Fig. 1: run 1, clock network drawn from the DEF
Bar = 20 um.
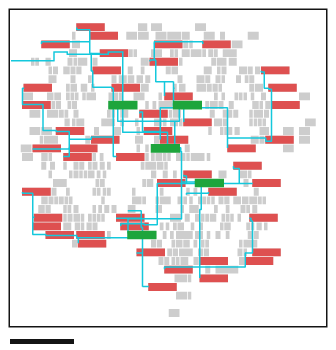
Fig. 2: run 1, cell placement
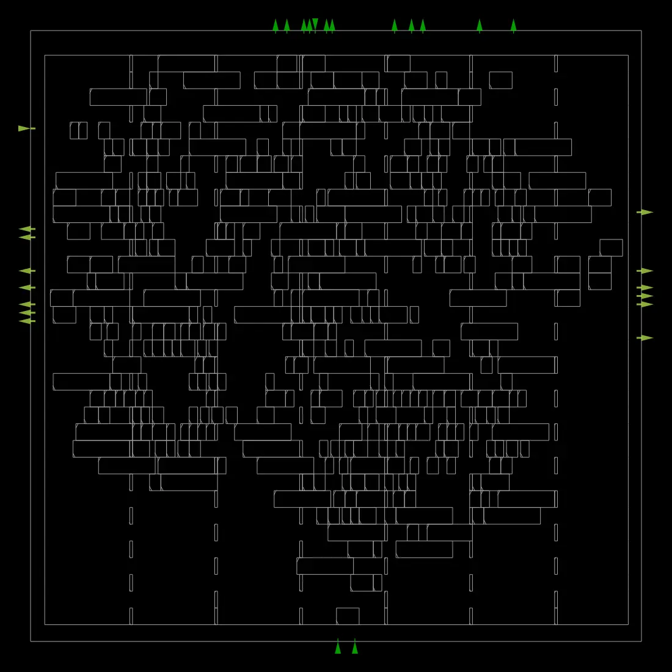
Fig. 3: run 1, metal 3
Bar = 20 um.
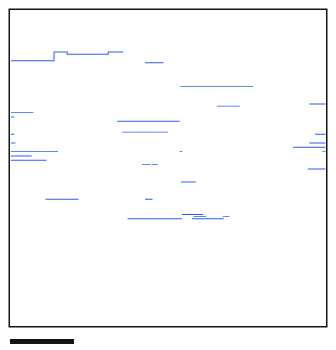
### src/rtl/vga_sync_decoder.sv
// Purpose: recovers x/y, data-enable and 640x480@60 frame lock from active-low hsync/vsync alone.
// Latency: x/y/locked/timing_err register one clock after the sync sample; de/frame_start decode those registers.
// Backpressure: none; consumes a free-running pixel-rate stream with no flow control.
module vga_sync_decoder #(
  parameter int H_TOTAL      = 800,
  parameter int V_TOTAL      = 525,
  parameter int H_ACTIVE     = 640,
  parameter int V_ACTIVE     = 480,
  parameter int H_SYNC_START = 656,
  parameter int V_SYNC_START = 490,
  parameter int LOCK_FRAMES  = 2
) (
  input  logic       clk_25MHz,
  input  logic       reset,
  input  logic       hsync,
  input  logic       vsync,
  output logic [9:0] x,
  output logic [9:0] y,
  output logic       de,
  output logic       locked,
  output logic       frame_start,
  output logic       timing_err
);

  typedef enum logic [1:0] {SEARCH, MEASURE, LOCKED} state_t;

  localparam logic [9:0]  H_LAST = 10'(H_TOTAL - 1);
  localparam logic [9:0]  V_LAST = 10'(V_TOTAL - 1);
  localparam logic [9:0]  H_ACT  = 10'(H_ACTIVE);
  localparam logic [9:0]  V_ACT  = 10'(V_ACTIVE);
  localparam logic [9:0]  X_LOAD = 10'(H_SYNC_START + 1);
  localparam logic [9:0]  Y_LOAD = 10'(V_SYNC_START);
  localparam logic [9:0]  M_MAX  = 10'd1023;
  localparam logic [10:0] V_GOOD = 11'(V_TOTAL);
  localparam logic [1:0]  LOCK_N = 2'(LOCK_FRAMES);

  logic        hs_q, vs_q;
  logic        h_edge, v_edge;
  logic [9:0]  h_meas, v_meas;
  logic        bad_frame;
  logic        line_bad, h_sat_hit, frame_good;
  logic [10:0] v_final;
  state_t      state, state_nxt;
  logic [1:0]  good_cnt, good_cnt_nxt;
  logic        err_nxt;

  // A sync edge is a fall after the input has been seen high since reset.
  assign h_edge = ~hsync & hs_q;
  assign v_edge = ~vsync & vs_q;

  // Line length check at each hsync fall, plus runaway detection while waiting for one.
  assign line_bad  = h_edge && (h_meas != H_LAST);
  assign h_sat_hit = ~h_edge && (h_meas == M_MAX - 10'd1);

  // The h_edge coinciding with v_edge belongs to the frame that is ending.
  assign v_final    = {1'b0, v_meas} + {10'd0, h_edge};
  assign frame_good = (v_final == V_GOOD) && !bad_frame && !line_bad;

  // Sync history for falling-edge detection.
  always_ff @(posedge clk_25MHz or posedge reset) begin
    if (reset) begin
      hs_q <= 1'b0;
      vs_q <= 1'b0;
    end else begin
      hs_q <= hsync;
      vs_q <= vsync;
    end
  end

  // Free-running x/y, re-phased by sync edges.
  always_ff @(posedge clk_25MHz or posedge reset) begin
    if (reset) begin
      x <= '0;
      y <= '0;
    end else begin
      if (h_edge)           x <= X_LOAD;
      else if (x == H_LAST) x <= '0;
      else                  x <= x + 10'd1;

      if (v_edge)                      y <= Y_LOAD;
      else if (!h_edge && x == H_LAST) y <= (y == V_LAST) ? 10'd0 : y + 10'd1;
    end
  end

  // Line length and per-frame line count measurement.
  always_ff @(posedge clk_25MHz or posedge reset) begin
    if (reset) begin
      h_meas    <= '0;
      v_meas    <= '0;
      bad_frame <= 1'b0;
    end else begin
      if (h_edge)                h_meas <= '0;
      else if (h_meas != M_MAX)  h_meas <= h_meas + 10'd1;

      if (v_edge)                           v_meas <= '0;
      else if (h_edge && v_meas != M_MAX)   v_meas <= v_meas + 10'd1;

      if (v_edge)        bad_frame <= 1'b0;
      else if (line_bad) bad_frame <= 1'b1;
    end
  end

  // Lock FSM state register and error pulse.
  always_ff @(posedge clk_25MHz or posedge reset) begin
    if (reset) begin
      state      <= SEARCH;
      good_cnt   <= '0;
      timing_err <= 1'b0;
    end else begin
      state      <= state_nxt;
      good_cnt   <= good_cnt_nxt;
      timing_err <= err_nxt;
    end
  end

  // Lock FSM next-state: count good frames, drop lock on any timing fault.
  always_comb begin
    state_nxt    = state;
    good_cnt_nxt = good_cnt;
    err_nxt      = 1'b0;
    case (state)
      SEARCH: begin
        if (v_edge) begin
          state_nxt    = MEASURE;
          good_cnt_nxt = '0;
        end
      end
      MEASURE: begin
        if (v_edge) begin
          if (frame_good) begin
            good_cnt_nxt = good_cnt + 2'd1;
            if (good_cnt + 2'd1 == LOCK_N) state_nxt = LOCKED;
          end else begin
            good_cnt_nxt = '0;
          end
        end
      end
      LOCKED: begin
        if (line_bad || (v_edge && !frame_good) || h_sat_hit) begin
          state_nxt    = MEASURE;
          good_cnt_nxt = '0;
          err_nxt      = 1'b1;
        end
      end
      default: begin
        state_nxt    = SEARCH;
        good_cnt_nxt = '0;
      end
    endcase
  end

  assign locked      = (state == LOCKED);
  assign de          = locked && (x < H_ACT) && (y < V_ACT);
  assign frame_start = locked && (x == 10'd0) && (y == 10'd0);

endmodule

### config.mk
export PLATFORM = sky130hd
export DESIGN_NAME = vga_sync_decoder
export DESIGN_NICKNAME = d
export VERILOG_FILES = /design/src/rtl/vga_sync_decoder.sv
export SDC_FILE = /design/constraint.sdc
export NUM_CORES = 1
export LEC_CHECK = 0
export ABC_AREA = 1
export CAP_MARGIN = 20
export CORE_MARGIN = 2
export CORE_UTILIZATION = 30
export CTS_BUF_LIST = sky130_fd_sc_hd__clkbuf_16
export DETAILED_ROUTE_END_ITERATION = 12
export HOLD_SLACK_MARGIN = 0.05
export PLACE_DENSITY = 0.53
export SYNTH_ARGS = -nofsm -noshare
export SYNTH_HDL_FRONTEND = slang
export SYNTH_SLANG_ARGS = --single-unit
### constraint.sdc
create_clock -name clk_25MHz -period 2.4 [get_ports clk_25MHz]
set_clock_uncertainty 0.1 [all_clocks]
set_input_delay 0.48 -clock clk_25MHz [delete_from_list [all_inputs] [get_ports clk_25MHz]]
set_output_delay 0.48 -clock clk_25MHz [all_outputs]
set_load 0.02 [all_outputs]
==> results.yml, run 1 <==
# synthesis and place-and-route metrics
outcome:
  status: "finished clean"
placed_design:
  numPortBuffers: 27
  placed_cells: 508
  placed_area_um2: 3302
  gp_congestion: 0.8777
  hpwl_um: 5030
  pre_cts_slack_ns: -0.2303
synth:
  syn_nets: 366
  synth_area_um2: 2719
  postSynthAreaPerCell_um2: 7.724
  yosysCellCount: 352
  postSynthSeqShare_pct: 44.18
  numSynthFlops: 48
  ys_area_um2: 2719
  yosysWarnings: 0
  synth_cell_types: 32
  syn_inst: 352
worst_setup_path:
  cpLargestDelayFamily: "simple AND/OR/NAND/NOR gates"
  timing.rr.start: "x[1]$_DFF_PP0_"
  crit_start: "x[0]$_DFF_PP0_"
  path_max_fanout: 2
  path_class: "register to output port"
  path_buffers: 2
  r2r_slack_ns: 0.41
  r2r_cells: 9
  reg2reg_to: "y[0]$_DFFE_PP0P_"
  cp_num_cells: 7
  slowest_delay_ns: 0.38
  worst_setup_path_end_kind: "output port"
  endpoint: "frame_start"
  slowest_stage: "dfrtp_1"
  cp_cell_sequence: "inv_1, ha_1, nand2_1, nor3_1, nand3_1, nor4_1, buf_2"
  worst_ep_arrival_time_ns: 1.69
die:
  initial_utilization_pct: 31.03
  ioPinCount: 28
  die_h_um: 99.20
  core_area_um2: 8763
layout:
  diodes: 0
  lay_top_count: "inv_1"
  area_growth_syn_to_layout_pct: 26.65
  drive_above_1_share_pct: 11.76
  lay_top_cells: "inv_1 (61), nand2_1 (58), dfrtp_1 (48)"
  fin_nets: 421
  fin_area_um2: 3443
  nFillCells: 925
clock_network:
  cts_max_level: 2
  cts_buffers: 5
  numClockSinks: 48
  cts_tree: "built"
  clockBufferDepth: 2
  cts-resized-gates: 5
  cts_setup_buffers: 0
  hold_buffers: 0
  clk_pin_slew_ns: 0.07
  cts-root-buf: "clkbuf_16"
sta:
  relSlewSlack_pct: 69.73
  hold_violations: 0
  final.min_clock_period_ns: 2.273
  max_freq_mhz: 440.0
  finalSetupViolCount: 0
  setup_tns_ns: 0
  rsz0062_at_grt: "yes"
  slew_viol_final: 0
  setup_ws_ns: 0.1275
  finalCritPeriodShare_pct: 94.69
global_routing:
  grt_first_pass_wirelength_um: 11810
  grt_pass1_vias: 2509
  antenna_found_initial: 0
  grt_usage_pct: 14.62
  grt_max_degree: 35
  grt-ovfl-total: 0
power_and_ir_drop:
  p_sw_share_pct: 30.53
  p_leak_nw: 1.543
  pwr_density_cell_nw_per_um2: 624.0
  p_int_w: 0.001493
  peakVddDrop_v: 0.0003372
  seq_power_share_pct: 44.6
  p_sw_w: 0.0006560
routing:
  antenna_left: 0
  wl_per_cell_um: 12.87
  vias: 2457
  routed_wl_um: 6639
  drtPass1Iterations: 4
  first_iter_violations: 110
  via_per_inst: 4.762
  remaining_drc_errors: 0
hold_path:
  min_path_type: "input pin to async pin"
job:
  drv_cap: 0
  warnings: 30
Back to the opening pictures, Fig. 1:
Key: green = clock-net drivers [count 5]; cyan = clock wires [length 714 um]; red = flip-flops [count 48]
Position of the flops: spread over the die.
Power Clock: 0.000688 W
clk latency late pin: 0.29 ns
Clk network pwr share: 32.0%

Back to the opening pictures, Fig. 2:
fin cells: 516
n_taps: 108
num rows: 34

Back to the opening pictures, Fig. 3:
The wires run mostly horizontal. The layer holds 3.6% of the routed length. The layer carries 236 um of wire. 24 nets have wire on it. The longest straight run is 22.5 um.

run 1: power groups by stage:
stage	combinational [W]	clock, W	sequential, W
3_5_place_dp	0.000504	0	0.000971
5_1_grt	0.000561	0.000741	0.000971
4_1_cts	0.000507	0.000707	0.000957
3_3_place_gp	0.000497	0	0.000972
6_report	0.000503	0.000688	0.000957
2_1_floorplan	0.000221	0	0.00102
run 1: routing by layer:
layer | track usage, % | part of all wire, %
met1 | 20.45 | 50
met2 | 23.34 | 45
met3 | 2.952 | 3.5
met4 | 3.583 | 1.3
met5 | 0 | 0
run 1: logic make-up after synthesis:
logic type	count (synthesis)	share of synthesized area [%]
AOI/OAI and AO/OA	64	12.70
xor gates and xnor gates	9	2.899
adders and majority gates	10	4.602
buffers and inverters	66	9.572
DFF	48	44.18
and+or+nand+nor	155	26.05
run 1: worst reg2reg max path: cells and delay by family, from the launching register on:
kind | cells | cell delay [ns]
compound gates | 1 | 0.17
buf+inv | 3 | 0.47
simple gates | 4 | 0.65
flops | 1 | 0.35
fa+ha+maj | 1 | 0.18
run 1: per-stage QoR:
| stage | hold WS (ns) | total power, W |
|---|---|---|
| global route | 0.4030 | 0.002273 |
| finish | 0.3681 | 0.002149 |
| CTS | 0.3819 | 0.002171 |
| floorplan | 0.3530 | 0.001245 |
| global placement | 0.3745 | 0.001469 |
| detailed placement | 0.3853 | 0.001476 |
run 1: cell usage after synthesis:
cell type  instances  share of area, %
nand4_1            6               1.4
nor4_1             4              0.92
nand3_1           25               4.6
xnor2_1            3              0.97
nor2_2             4              0.92
clkbuf_1           2              0.28
o31ai_1            1              0.28
dfrtp_1           48                44
xor2_1             6               1.9
buf_2              1              0.18
buf_6              1              0.41
o22ai_1            2              0.46
a21oi_1           20               3.7
o21ai_0           31               5.7
nor3b_1            2              0.55
and3_1             1              0.23
nor2_1            32               4.4
a31oi_1            4              0.92
buf_4              1              0.28
ha_1              10               4.6
nor3_1            16               2.9
o21ai_1            1              0.18
nand2_2            4              0.92
inv_1             61               8.4
a21oi_2            1              0.32
o21a_1             1              0.28
nand2_1           58               8.0
a22oi_1            1              0.28
nand3_2            2              0.74
a211oi_1           1              0.28
a2111oi_0          1              0.32
nor2_4             1              0.41
run 1: layout make-up:
cell class	count	area, um2	area share (%)
multi-input cells	238	1266	36.77
well taps	108	135.1	3.924
repair buffers	53	471.7	13.70
inverters	61	229.0	6.650
flip-flops and latches	48	1201	34.88
clock buffers	5	125.1	3.634
clock inverters	3	15.01	0.4360
run 1: registers in the layout, summed over array words and instances, names as in the netlist:
name,flops
y,10
hs_q,1
bad_frame,1
h_meas,10
timing_err,1
x,10
v_meas,10
state,2
good_cnt,2
vs_q,1
Fig. 4: run 1, layout detail
Window x 30 to 70, y 10 to 50 um. Cells in grey, sequential cells in the stronger grey; small squares are vias.
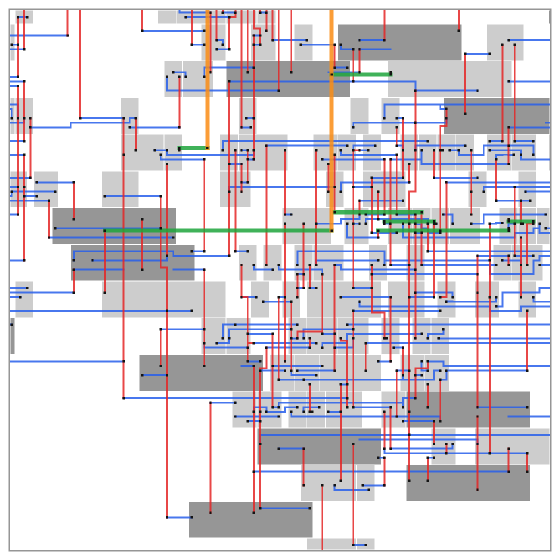

==> run 2, diff against run 1 <==
Settings changed: MAX_ROUTING_LAYER from default to met4.
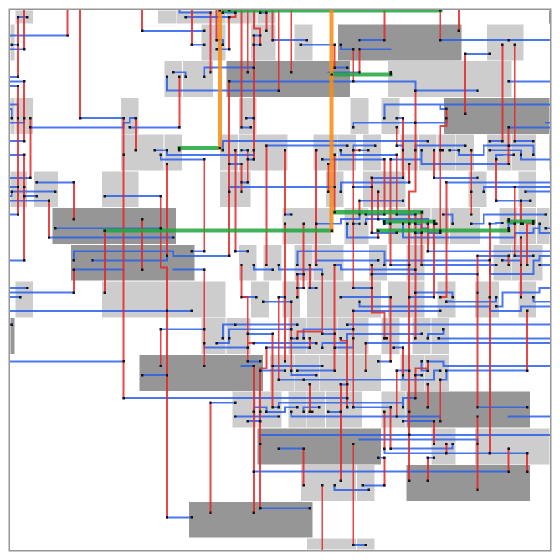
Fig. 5. Layout detail (run 2).
Window x 30 to 70, y 10 to 50 um. Cells in grey, sequential cells in the stronger grey; small squares are vias.
Key: blue = M1; red = M2; orange = M4; green = M3
Sequential cells in the window: 10. Most frequent: nand2_1 (21), inv_1 (12), dfrtp_1 (10). 92 logic cells have their middle in the window. Netlist names of flops here include v_meas (5).

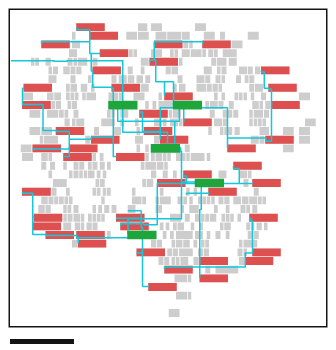
Fig. 6. Clock network drawn from the DEF (run 2).
Bar = 20 um.
Key: green = clock-net drivers [count 5]; cyan = clock wires [length 708 um]; red = flip-flops [count 48]
There are 6 routed clock nets.

==> results.yml, run 2 <==
# synthesis and place-and-route metrics
clock_network:
  cts_max_level: 2
  numClockSinks: 48
  clk_pin_slew_ns: 0.07
  cts-root-buf: "clkbuf_16"
  cts_tree: "built"
  cts_buffers: 5
  clock_latency_ns: 0.29
  hold_buffers: 0
placed_design:
  numPortBuffers: 27
  gp_congestion: 0.8923
  hpwl_um: 5030
synth:
  syn_nets: 366
  edf_count: 0
  common_cells: "inv_1 (61), nand2_1 (58), dfrtp_1 (48)"
  top_area_share_pct: 44.18
  synth_area_um2: 2719
  yosysCellCount: 352
  synth_cell_types: 32
  synthTopCellsByArea: "dfrtp_1 (44%), inv_1 (8.4%), nand2_1 (8.0%)"
  top_area_cell: "dfrtp_1"
  ff_type: "dfrtp_1"
  numSynthFlops: 48
  yosysMostFrequentCell: "inv_1"
  postSynthAreaPerCell_um2: 7.724
  yosysWarnings: 0
  postSynthSeqShare_pct: 44.18
die:
  ioPinCount: 28
  rows: 34
  die_h_um: 99.20
  core_area_um2: 8763
  initial_utilization_pct: 31.03
global_routing:
  antenna_found_initial: 0
  grt-ovfl-total: 0
  grt_max_degree: 35
  grt_first_pass_wirelength_um: 11820
  grt_pass1_vias: 2510
worst_setup_path:
  worst_ep_arrival_time_ns: 1.69
  path_class: "register to output port"
  worst_setup_path_end_kind: "output port"
layout:
  area_growth_syn_to_layout_pct: 26.65
  lay_top_count: "inv_1"
  seqCellArea_um2: 1201
  fin_util_pct: 39.29
  drive_above_1_share_pct: 11.76
  fin_nets: 421
  diodes: 0
  lay_top_cells: "inv_1 (61), nand2_1 (58), dfrtp_1 (48)"
routing:
  wl_met1_um: 3361
  wl_per_cell_um: 12.85
  met2WireLength_um: 2999
  antenna_left: 0
  remaining_drc_errors: 0
  first_iter_violations: 110
  via_per_inst: 4.773
  top_layer: "met4"
  drtPass1Iterations: 4
sta:
  max_freq_mhz: 439.7
  rsz0062_at_grt: "yes"
  finalCritPeriodShare_pct: 94.77
  finalSetupViolCount: 0
power_and_ir_drop:
  p_int_w: 0.001493
  peakVddDrop_v: 0.0003369
  p_leak_nw: 1.543
  p_sw_share_pct: 30.53
  pwr_density_cell_nw_per_um2: 624.0
  p_sw_w: 0.0006559
  seq_power_share_pct: 44.6
job:
  warnings: 30
  drv_cap: 0
outcome:
  status: "finished clean"
hold_path:
  min_path_type: "input pin to async pin"
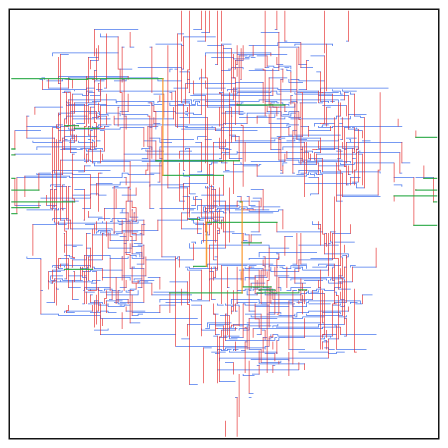
Fig. 7. Wiring by layer (run 2).
Key: red = M2 [wire length 3000 um]; green = M3 [wire length 218 um]; orange = M4 [wire length 53.7 um]; blue = M1 [wire length 3360 um]
routed via count: 2463
total track usage: 15.05%

==> run 2: stage by stage <==
stage | instances | cell area (um2) | hold WS [ns] | power (W) | worst slack [ns]
final | 516 | 3443 | 0.3681 | 0.002149 | 0.1256
after global routing | 516 | 3443 | 0.4030 | 0.002272 | -0.004113
after CTS | 516 | 3442 | 0.3819 | 0.002171 | 0.03558
after detailed placement | 508 | 3302 | 0.3853 | 0.001476 | -0.2303
after global placement | 508 | 3302 | 0.3745 | 0.001469 | -0.1968
after floorplan | 352 | 2720 | 0.3530 | 0.001245 | 0.05231
==> run 2: metal layers <==
| metal | vias to the layer above | track usage, % |
|---|---|---|
| met5 | - | - |
| met4 | 0 | 3.583 |
| met3 | 7 | 2.811 |
| met2 | 42 | 23.34 |
| met1 | 1149 | 20.54 |
| li1 | 1265 | - |
==> run 2: power by group through the flow <==
| stage | registers (W) | clock network (W) | logic (W) |
|---|---|---|---|
| 6_report | 0.000958 | 0.000688 | 0.000503 |
| 5_1_grt | 0.000971 | 0.000741 | 0.000561 |
| 4_1_cts | 0.000957 | 0.000707 | 0.000507 |
| 3_5_place_dp | 0.000971 | 0 | 0.000504 |
| 3_3_place_gp | 0.000972 | 0 | 0.000497 |
| 2_1_floorplan | 0.00102 | 0 | 0.000221 |
==> run 2: worst max-delay path, cell delays in order (launching register included) <==
cell and delay (ns):
dfrtp_1 0.38, inv_1 0.09, ha_1 0.16, nand2_1 0.07
nor3_1 0.23, nand3_1 0.12, nor4_1 0.15, buf_2 0.21
==> run 2: what timing repair did <==
item,CTS,global route
endpoints found under the hold margin,0,0
endpoints found under the setup margin,2,6
gates resized,5,10
==> run 2: path summary, 6_finish.rpt <==
check,slack [ns],depth (start not counted),startpoint,end
worst max register to register,0.42,9,x[1]$_DFF_PP0_,y[0]$_DFFE_PP0P_
worst min register to register,0.40,1,good_cnt[0]$_DFFE_PP0P_,good_cnt[0]$_DFFE_PP0P_
max in group asynchronous,1.33,3,reset,h_meas[0]$_DFFE_PP0P_
worst max-delay path,0.13,7,x[0]$_DFF_PP0_,frame_start
worst min-delay path,0.37,2,reset,hs_q$_DFF_PP0_
min in group clk_25MHz,0.40,1,good_cnt[0]$_DFFE_PP0P_,good_cnt[0]$_DFFE_PP0P_
==> run 2: final cells by class <==
cell class / count / share of cell area [%]
multi-input cells: 238 / 36.77
flip-flops and latches: 48 / 34.88
repair buffers: 53 / 13.70
inverters: 61 / 6.650
well taps: 108 / 3.924
clock buffers: 5 / 3.634
clock inverters: 3 / 0.4360
==> run 2: cells by family after synthesis <==
kind of cell,count (synthesis),share of synthesized area [%]
simple gates,155,26.05
buf+inv,66,9.572
compound gates,64,12.70
flops,48,44.18
fa+ha+maj,10,4.602
xor+xnor,9,2.899
Power is estimated from default activity; no workload was simulated.
